Fig. 1: run 1, sequential cells grouped by signal name
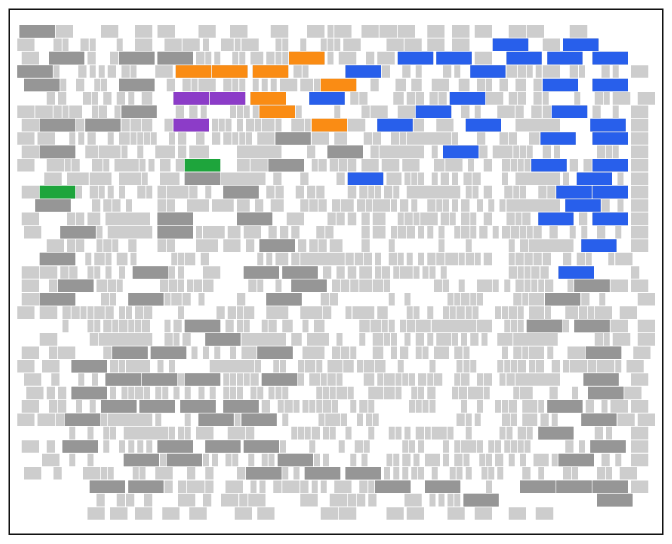
Fig. 2: run 1, clock network drawn from the DEF
The bar under the picture is 50 um long.
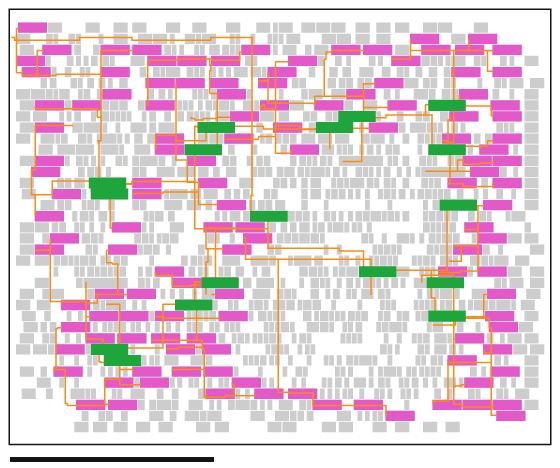
Fig. 3: run 1, ports around the boundary
Pins as bars across the die edge, other pins in gray.
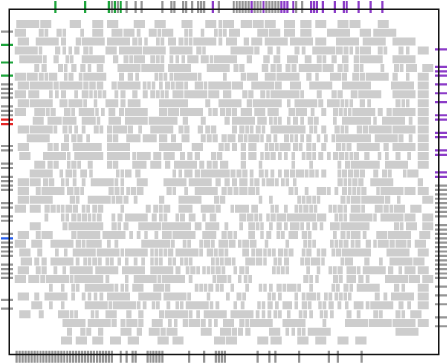
$ cat src/rtl/store_merge_pkg.sv
// Shared encodings for store_merge_ctrl: FSM states, request size codes and lane widths.
package store_merge_pkg;

    typedef enum logic [1:0] {
        ST_IDLE  = 2'd0,
        ST_READ  = 2'd1,
        ST_WRITE = 2'd2,
        ST_RESP  = 2'd3
    } state_e;

    typedef enum logic [1:0] {
        SZ_BYTE = 2'b00,
        SZ_HALF = 2'b01,
        SZ_WORD = 2'b10,
        SZ_RSVD = 2'b11
    } size_e;

    localparam int unsigned ByteW = 8;
    localparam int unsigned HalfW = 16;
    localparam int unsigned WordW = 32;

endpackage

$ cat src/rtl/byte_lane_merge.sv
// Combinational lane extract (zero-extended) and lane merge for one 32-bit word.
// Half and word accesses always align down: low lane bits beyond the access size are ignored.
module byte_lane_merge
    import store_merge_pkg::*;
(
    input  logic [WordW-1:0] word_i,
    input  logic [WordW-1:0] wdata_i,
    input  size_e            size_i,
    input  logic [1:0]       lane_i,
    output logic [WordW-1:0] rdata_o,
    output logic [WordW-1:0] merged_o
);

    logic [4:0] byte_sh;
    logic [4:0] half_sh;

    assign byte_sh = {lane_i, 3'b000};
    assign half_sh = {lane_i[1], 4'b0000};

    always_comb begin
        rdata_o  = '0;
        merged_o = word_i;
        case (size_i)
            SZ_BYTE: begin
                rdata_o[ByteW-1:0]          = word_i[byte_sh +: ByteW];
                merged_o[byte_sh +: ByteW]  = wdata_i[ByteW-1:0];
            end
            SZ_HALF: begin
                rdata_o[HalfW-1:0]          = word_i[half_sh +: HalfW];
                merged_o[half_sh +: HalfW]  = wdata_i[HalfW-1:0];
            end
            SZ_WORD: begin
                rdata_o  = word_i;
                merged_o = wdata_i;
            end
            default: begin
                rdata_o  = '0;
                merged_o = word_i;
            end
        endcase
    end

endmodule

$ cat src/rtl/store_merge_ctrl.sv
// Read-modify-write controller for a bank of 32-bit tristate registers on a shared bus.
// Optional macro STORE_MERGE_MISALIGN_CHECK_EN rejects misaligned half/word accesses.
//   state    | meaning
//   ST_IDLE  | ready for a request
//   ST_READ  | one register drives RegQ, word captured at end of cycle
//   ST_WRITE | merged word on RegD, RegEn pulses for the target register
//   ST_RESP  | response held until consumed
module store_merge_ctrl
    import store_merge_pkg::*;
#(
    parameter int NrOfRegs = 8,
    parameter int IdxBits  = 3
) (
    input  logic                Clock,
    input  logic                Reset,
    input  logic                Tick,
    input  logic                ReqValid,
    output logic                ReqReady,
    input  logic                ReqWrite,
    input  logic [31:0]         ReqAddr,
    input  logic [1:0]          ReqSize,
    input  logic [31:0]         ReqWData,
    output logic                RspValid,
    input  logic                RspReady,
    output logic [31:0]         RspRData,
    output logic                RspErr,
    output logic [NrOfRegs-1:0] RegCs,
    output logic [NrOfRegs-1:0] RegEn,
    output logic [31:0]         RegD,
    input  logic [31:0]         RegQ
);

    localparam logic [NrOfRegs-1:0] OneHot0 = NrOfRegs'(1);

    state_e                state_q, state_d;
    logic                  ready_q, ready_d;
    logic                  rsp_valid_q, rsp_valid_d;
    logic                  rsp_err_q, rsp_err_d;
    logic [31:0]           rsp_rdata_q, rsp_rdata_d;
    logic [NrOfRegs-1:0]   reg_cs_q, reg_cs_d;
    logic [NrOfRegs-1:0]   reg_en_q, reg_en_d;
    logic [31:0]           reg_d_q, reg_d_d;
    logic                  write_q, write_d;
    logic [IdxBits-1:0]    idx_q, idx_d;
    size_e                 size_q, size_d;
    logic [1:0]            lane_q, lane_d;
    logic [31:0]           wdata_q, wdata_d;

    logic [IdxBits-1:0]    req_idx;
    logic                  req_misalign;
    logic                  req_illegal;
    logic [31:0]           lane_rdata;
    logic [31:0]           lane_merged;
    logic                  addr_hi_unused;

    assign req_idx        = ReqAddr[IdxBits+1:2];
    assign addr_hi_unused = ^ReqAddr[31:IdxBits+2];

`ifdef STORE_MERGE_MISALIGN_CHECK_EN
    assign req_misalign = ((ReqSize == SZ_HALF) && ReqAddr[0]) ||
                          ((ReqSize == SZ_WORD) && (ReqAddr[1:0] != 2'b00));
`else
    assign req_misalign = 1'b0;
`endif

    assign req_illegal = (ReqSize == SZ_RSVD) || req_misalign ||
                         ({1'b0, req_idx} >= (IdxBits+1)'(NrOfRegs));

    // Fed straight from the bus: results are only consumed while in ST_READ.
    byte_lane_merge u_lane (
        .word_i   (RegQ),
        .wdata_i  (wdata_q),
        .size_i   (size_q),
        .lane_i   (lane_q),
        .rdata_o  (lane_rdata),
        .merged_o (lane_merged)
    );

    always_comb begin
        state_d     = state_q;
        ready_d     = ready_q;
        rsp_valid_d = rsp_valid_q;
        rsp_err_d   = rsp_err_q;
        rsp_rdata_d = rsp_rdata_q;
        reg_cs_d    = reg_cs_q;
        reg_en_d    = reg_en_q;
        reg_d_d     = reg_d_q;
        write_d     = write_q;
        idx_d       = idx_q;
        size_d      = size_q;
        lane_d      = lane_q;
        wdata_d     = wdata_q;
        if (Tick) begin
            reg_en_d = '0;
            case (state_q)
                ST_IDLE: begin
                    if (ReqValid && ready_q) begin
                        write_d = ReqWrite;
                        idx_d   = req_idx;
                        size_d  = size_e'(ReqSize);
                        lane_d  = ReqAddr[1:0];
                        wdata_d = ReqWData;
                        ready_d = 1'b0;
                        if (req_illegal) begin
                            state_d     = ST_RESP;
                            rsp_valid_d = 1'b1;
                            rsp_err_d   = 1'b1;
                            rsp_rdata_d = '0;
                        end else begin
                            state_d  = ST_READ;
                            reg_cs_d = ~(OneHot0 << req_idx);
                        end
                    end
                end
                ST_READ: begin
                    reg_cs_d  = '1;
                    rsp_err_d = 1'b0;
                    if (write_q) begin
                        state_d     = ST_WRITE;
                        reg_d_d     = lane_merged;
                        reg_en_d    = OneHot0 << idx_q;
                        rsp_rdata_d = '0;
                    end else begin
                        state_d     = ST_RESP;
                        rsp_valid_d = 1'b1;
                        rsp_rdata_d = lane_rdata;
                    end
                end
                ST_WRITE: begin
                    state_d     = ST_RESP;
                    rsp_valid_d = 1'b1;
                end
                ST_RESP: begin
                    if (RspReady) begin
                        state_d     = ST_IDLE;
                        rsp_valid_d = 1'b0;
                        ready_d     = 1'b1;
                    end
                end
                default: state_d = ST_IDLE;
            endcase
        end
    end

    always_ff @(posedge Clock) begin
        if (Reset) begin
            state_q     <= ST_IDLE;
            ready_q     <= 1'b1;
            rsp_valid_q <= 1'b0;
            rsp_err_q   <= 1'b0;
            rsp_rdata_q <= '0;
            reg_cs_q    <= '1;
            reg_en_q    <= '0;
            reg_d_q     <= '0;
            write_q     <= 1'b0;
            idx_q       <= '0;
            size_q      <= SZ_BYTE;
            lane_q      <= '0;
            wdata_q     <= '0;
        end else begin
            state_q     <= state_d;
            ready_q     <= ready_d;
            rsp_valid_q <= rsp_valid_d;
            rsp_err_q   <= rsp_err_d;
            rsp_rdata_q <= rsp_rdata_d;
            reg_cs_q    <= reg_cs_d;
            reg_en_q    <= reg_en_d;
            reg_d_q     <= reg_d_d;
            write_q     <= write_d;
            idx_q       <= idx_d;
            size_q      <= size_d;
            lane_q      <= lane_d;
            wdata_q     <= wdata_d;
        end
    end

    assign ReqReady = ready_q;
    assign RspValid = rsp_valid_q;
    assign RspErr   = rsp_err_q;
    assign RspRData = rsp_rdata_q;
    assign RegCs    = reg_cs_q;
    assign RegD     = reg_d_q;
    // The write strobe must never reach a register on a frozen or resetting cycle.
    assign RegEn    = reg_en_q & {NrOfRegs{Tick & ~Reset}};

endmodule

$ cat config.mk
export PLATFORM = sky130hd
export DESIGN_NAME = store_merge_ctrl
export DESIGN_NICKNAME = d
export VERILOG_FILES = /design/src/rtl/store_merge_pkg.sv /design/src/rtl/byte_lane_merge.sv /design/src/rtl/store_merge_ctrl.sv
export SDC_FILE = /design/constraint.sdc
export NUM_CORES = 1
export LEC_CHECK = 0
export ABC_AREA = 1
export CAP_MARGIN = 10
export CORE_ASPECT_RATIO = 0.8
export CORE_MARGIN = 1
export CORE_UTILIZATION = 50
export DETAILED_ROUTE_END_ITERATION = 7
export PLACE_DENSITY_LB_ADDON = 0.05
export RECOVER_POWER = 25
export SETUP_SLACK_MARGIN = 0.3
export SLEW_MARGIN = 20
export SYNTH_ARGS = -nofsm -noshare
export SYNTH_HDL_FRONTEND = slang
export SYNTH_SLANG_ARGS = --single-unit
export TNS_END_PERCENT = 30
$ cat constraint.sdc
create_clock -name Clock -period 4.8 [get_ports Clock]
set_input_delay 0.48 -clock Clock [delete_from_list [all_inputs] [get_ports Clock]]
set_output_delay 0.48 -clock Clock [all_outputs]
set_load 0.02 [all_outputs]
==> run_results.csv, run 1 <==
group,metric,value,unit
final_timing,rsz0062_at_grt,"no",
cts,tritoncts,"done",
logic_synthesis,area_leaders,"dfxtp_1, nand2_1, a21oi_1",
power,p_sw,0.000954,W
cells_and_area,fillers,1209,
route,antenna_left,0,
critical_path,crit_family,"buffers and inverters",
global_routing,grt_pass1_wl,34300,um
logic_synthesis,top_cells_by_count,"nand2_1, a21oi_1, dfxtp_1",
logic_synthesis,yosysWarnings,0,
critical_path,cp.required,5.09,ns
die,initial_utilization,0.521,
cts,htree_levels,4,
power,p_seq_frac,0.369,
global_routing,antenna_found_initial,0,
logic_synthesis,yosys_area,6800,um^2
hold_path,hold_class,"reg -> reg",
global_routing,grt.overflow.total,0,
cts,cts_resized,0,
cts,postCtsSetupBuffers,0,
logic_synthesis,simple_gate_share,0.296,
final_timing,maxSlewViolCount,49,
route,drt-total-wl,21700,um
final_timing,setup-tns-final,0,ns
logic_synthesis,synth_cell_types,29,
power,p_total,0.00313,W
final_timing,fmax,354,MHz
final_timing,slew_headroom,-0.0888,
route,drc,0,
route,wl_met2,9280,um
hold_path,holdCritStartpoint,"RegCs[4]",
final_timing,period_used_share,0.588,
critical_path,setup.worst_path.start,"lane_q[1]",
power,power_leader,"clock",
critical_path,arrival,3.12,ns
logic_synthesis,netlist_instances,1049,
final_timing,hold_viol_final,0,
outcome,violations,"capacitance limit, slew limit",
logic_synthesis,edf_count,0,
cells_and_area,final_common_cell,"nand2_1",
cells_and_area,finalNonFillerCells,1356,
route,post_drt_wl_per_cell,16.0,um
logic_synthesis,netlist_area,6800,um^2
cells_and_area,final_cell_mix,"nand2_1, a21oi_1, dfxtp_1",
final_timing,hold_slack,0.455,ns
route,vias,7352,
logic_synthesis,ys_sh_adder,0.0239,
logic_synthesis,ys_sh_aoi,0.225,
power,comb_power_share,0.202,
critical_path,worstSetupPathType,"reg -> reg",
cells_and_area,layout.nets,1285,
hold_path,min_path_cells,2,
final_timing,period_minus_slack,2.82,ns
critical_path,crit_end,"RegD[1]",
critical_path,endpoint_kind,"flop",
die,io_pins,187,
logic_synthesis,top_logic_kind,"simple AND/OR/NAND/NOR gates",
run,maxCapViolCount,1,
route,viasPerCell,5.42,
cts,worst_setup_hold_path_clk_slew,0.06,ns
cells_and_area,syn2layout_area_growth,31.7,%
cts,cts_root_buf,"clkbuf_16",
cts,postCtsHoldBufs,0,
hold_path,whs_endpoint,"RegCs[4]",
die,die_area,14100,um^2
cells_and_area,drive_gt1_frac,0.0584,
power,powerDensity,349,nW/um^2
critical_path,ff2ff_setup_slack,1.98,ns
global_routing,grt_pass1_vias,6597,
critical_path,crit_chain,"buf_4 -> inv_2 -> ha_1 -> clkinv_1 -> nand4_1 -> nand3_1 -> nand3_1 -> a21oi_1",
critical_path,r2r_cells,8,
route,dr.pass1.iters,6,
critical_path,worst-path-max-fanout,52,
critical_path,path_common_cell,"nand3_1",
logic_synthesis,async_flop_share,0,
logic_synthesis,muxShareOfSynthArea,0,
logic_synthesis,fp_nets,1166,
power,ir_drop,230,uV
critical_path,start_kind,"flop",
global_routing,grt_max_degree,76,
outcome,status,"finished with violations",
critical_path,r2r_end,"RegD[1]",
critical_path,slowest_delay,0.58,ns
logic_synthesis,yosysTopAreaCell,"dfxtp_1",
power,sw_frac_of_total,0.305,
placement,gp_congestion,0.908,
logic_synthesis,most_common_cell,"nand2_1",
die,std_cell_rows,37,
critical_path,r2r_start,"lane_q[1]",
power,p_int,0.00217,W
route,top_layer_used,"met4",
logic_synthesis,synth_flop_count,125,
## Picture notes: Fig. 1
name in the netlist	color	flops
RspRData	blue	32
idx_q	purple	3
reg_en_q	orange	8
state_q	green	2
sequential cell power: 0.00115 W
FF/Latch Area: 2500 um^2
Final Util: 0.686
Seq/total area: 0.279

## Picture notes: Fig. 2
[clock wires] orange | length: 1,660 um
[flip-flops] magenta | count: 125
[clock drivers] green | count: 17
flops lie	all over the die
Clock Power: 0.00134 W
clock network fraction of total power: 0.429
clk_lat worst skew: 0.42 ns
Final Skew: 0.0112 ns

## Picture notes: Fig. 3
port	color	pins	direction	edge
ReqWrite	blue	1	input	west
RspRData	purple	32	output	17 north, 15 east
RegCs	green	8	output	5 north, 3 west
ReqSize	red	2	input	west
all pins by edge	56 south, 53 north, 41 east, 37 west
Die X: 132 um
Die Ht: 106 um
Port Buf Inserts: 159

[run 1: cell type report]
type	instances	area [um^2]	area share
inverter	72	273	0.0304
clock buffer	20	457	0.0510
multi-input combinational	786	3710	0.414
clock inverter	12	161	0.0180
sequential	125	2500	0.279
timing repair buffer	166	1640	0.182
tap	175	219	0.0244
[run 1: metal layers]
| metal | vias up | GRT usage |
|---|---|---|
| met5 | - | 0 |
| li1 | 3693 | - |
| met2 | 376 | 0.467 |
| met4 | 0 | 0.119 |
| met1 | 3231 | 0.424 |
| met3 | 52 | 0.0854 |
[run 1: metrics by stage]
stage               instance area, um^2  setup WS (ns)
finish                             8960           1.98
global route                       8960           1.65
CTS                                8960           2.07
detailed placement                 8350           2.03
global placement                   8350           2.05
floorplan                          6800           2.86
--- run 2 (diff from run 1) ---
CORE_UTILIZATION = 49   (was 50)
clock period = 2.6 ns   (was 4.8 ns; I/O delays follow)
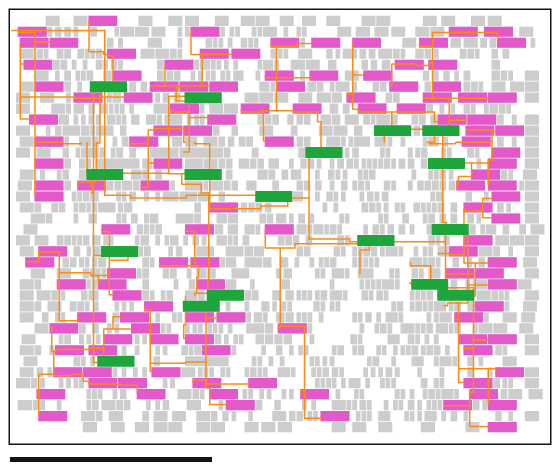
Fig. 4. Clock network drawn from the DEF (run 2).
The bar under the picture is 50 um long.
[clock wires] orange | length: 1,660 um
[clock drivers] green | count: 17
[flip-flops] magenta | count: 125
routed clock nets	18
Clock Power: 0.00248 W
clock network fraction of total power: 0.427

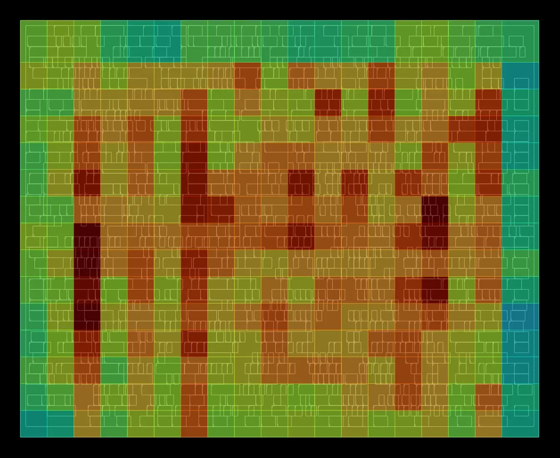
Fig. 5. Track usage over the die (run 2).
Final Util: 0.669
Wirelength per Cell: 16.2 um

==> run_results.csv, run 2 <==
group,metric,value,unit
route,vias,7427,
logic_synthesis,synth_flop_count,125,
route,first_iter_violations,641,
power,comb_power_share,0.207,
logic_synthesis,netlist_area,6800,um^2
placement,placed_area,8460,um^2
cts,cts_resized,0,
die,dieHeight,107,um
critical_path,endpoint_kind,"flop",
critical_path,cp.required,2.95,ns
die,die_area,14400,um^2
final_timing,setup_viol,0,
cells_and_area,buffers,178,
logic_synthesis,yosys_area,6800,um^2
cells_and_area,seqCellArea,2500,um^2
cts,postCtsSetupBuffers,0,
route,top_layer_used,"met4",
placement,gp_congestion,0.897,
logic_synthesis,area_leaders,"dfxtp_1, nand2_1, a21oi_1",
route,dr.pass1.iters,6,
cells_and_area,ff_count,125,
global_routing,antenna_found_initial,0,
global_routing,grtUsageMet1,0.456,
global_routing,met2_usage,0.457,
critical_path,worstSetupPathType,"reg -> reg",
cells_and_area,final_cell_mix,"nand2_1, a21oi_1, dfxtp_1",
cells_and_area,drive_gt1_frac,0.0679,
cts,numCtsBuffers,17,
logic_synthesis,ys_seq_frac,0.368,
logic_synthesis,ys_cells,1049,
die,io_pins,187,
logic_synthesis,synthDominantCellAreaShare,0.368,
global_routing,use_met3,0.0556,
power,p_total,0.00581,W
cells_and_area,clockBufferCount,18,
route,dr_wl_met3,1930,um
cells_and_area,final_common_cell,"nand2_1",
logic_synthesis,ys_sh_adder,0.0239,
logic_synthesis,syn_area_per_cell,6.49,um^2
critical_path,crit_chain,"inv_1 -> ha_1 -> nand2_1 -> nand2_1 -> nor2_1 -> buf_4 -> nand3_1 -> a21oi_1",
cts,tritoncts,"done",
logic_synthesis,netlist_instances,1049,
route,drt-total-wl,22300,um
route,drc,0,
cells_and_area,fillers,1315,
die,initial_utilization,0.502,
critical_path,setup.worst_path.start,"state_q[0]",
cts,htree_levels,4,
placement,dp_slack,0.568,ns
cts,worst_setup_hold_path_clk_slew,0.06,ns
cells_and_area,biggestCellCategory,"logic gates",
power,sw_frac_of_total,0.313,
placement,dp_cells,1341,
power,ir_drop,515,uV
final_timing,setup-tns-final,0,ns
logic_synthesis,yosysWarnings,0,
cells_and_area,logic_gate_count,786,
critical_path,arrival,2.51,ns
cells_and_area,comb_share,0.409,
global_routing,gr-max-usage-layer,"met2",
power,p_seq_frac,0.366,
logic_synthesis,async_flop_share,0,
cells_and_area,clkCellAreaFrac,0.0677,
cts,cts.sinks,125,
die,std_cell_rows,38,
die,core-area,13600,um^2
logic_synthesis,edf_count,0,
final_timing,rsz0062_at_grt,"no",
final_timing,maxSlewViolCount,0,
logic_synthesis,ff_type,"dfxtp_1",
cells_and_area,layout.nets,1297,
critical_path,crit_family,"simple AND/OR/NAND/NOR gates",
die,die_x,134,um
logic_synthesis,synth_cell_types,29,
run,log.warning_count,63,
logic_synthesis,top_logic_kind,"simple AND/OR/NAND/NOR gates",
global_routing,grt_max_degree,76,
power,p_sw,0.00182,W
critical_path,start_kind,"flop",
critical_path,r2r_start,"state_q[0]",
cells_and_area,sh_seq_area,0.276,
cells_and_area,fin_area,9060,um^2
logic_synthesis,fp_nets,1166,
die,taps,180,
final_timing,finalClockSkew,0.00689,ns
cells_and_area,buffer_area_frac,0.192,
route,antenna_left,0,
final_timing,period_used_share,0.829,
final_timing,slew_headroom,0.546,
final_timing,hold_slack,0.445,ns
cells_and_area,finalNonFillerCells,1373,
hold_path,hold_class,"in -> reg",
logic_synthesis,top_cells_by_count,"nand2_1, a21oi_1, dfxtp_1",
cells_and_area,inverters,72,
global_routing,grt_pass1_wl,34700,um
power,p_int,0.00399,W
critical_path,cp_num_buf_inv,2,
placement,hpwl,15700,um
run,maxCapViolCount,0,
outcome,status,"complete, no violations",
power,p_leak,3.78,nW
logic_synthesis,simple_gate_share,0.296,
final_timing,setup_ws,0.443,ns
global_routing,grt_usage,0.316,
critical_path,slowest_delay,0.44,ns
global_routing,grt.overflow.total,0,
cts,clk_latency,0.43,ns
logic_synthesis,yosysTopAreaCell,"dfxtp_1",
cts,cts_buffer_depth,2,
final_timing,period_minus_slack,2.16,ns
final_timing,fmax,464,MHz
cts,cts_root_buf,"clkbuf_16",
logic_synthesis,ys_sh_aoi,0.225,
route,wl_met2,9600,um
logic_synthesis,synthXorXnorAreaFrac,0,
critical_path,worst-path-max-fanout,30,
cells_and_area,logic_area,3710,um^2
logic_synthesis,muxShareOfSynthArea,0,
critical_path,path_common_cell,"nand2_1",
final_timing,hold_viol_final,0,
placement,io_buffers,159,
global_routing,grt_pass1_vias,6429,
critical_path,crit_slowest_cell,"nor2_1",
final_timing,tightest_slew,0.682,ns
cts,postCtsHoldBufs,0,
cells_and_area,syn2layout_area_growth,33.2,%
power,powerDensity,641,nW/um^2
cells_and_area,antenna_cells,0,
route,wl_met1,10200,um
hold_path,holdCritStartpoint,"Reset",
route,viasPerCell,5.41,
logic_synthesis,most_common_cell,"nand2_1",
## run 2: cell counts after synthesis
Identical to the previous run, type by type.
## run 2: power groups by stage
stage	registers [W]	clock network [W]	logic [W]
2_1_floorplan	0.00219	0	0.000719
5_1_grt	0.00214	0.00259	0.00134
6_report	0.00212	0.00248	0.00120
3_3_place_gp	0.00216	0	0.00118
4_1_cts	0.00212	0.00250	0.00120
3_5_place_dp	0.00216	0	0.00119
## run 2: final timing paths
path / end / slack, ns / cells past startpoint
worst max-delay path: RspRData[13] / 0.44 / 8
worst min-delay path: reg_en_q[4] / 0.45 / 3
worst max register to register: RspRData[13] / 0.44 / 8
worst min register to register: RegCs[2] / 0.45 / 2
Power figures rest on the tool's default switching activity, not on a simulated workload.
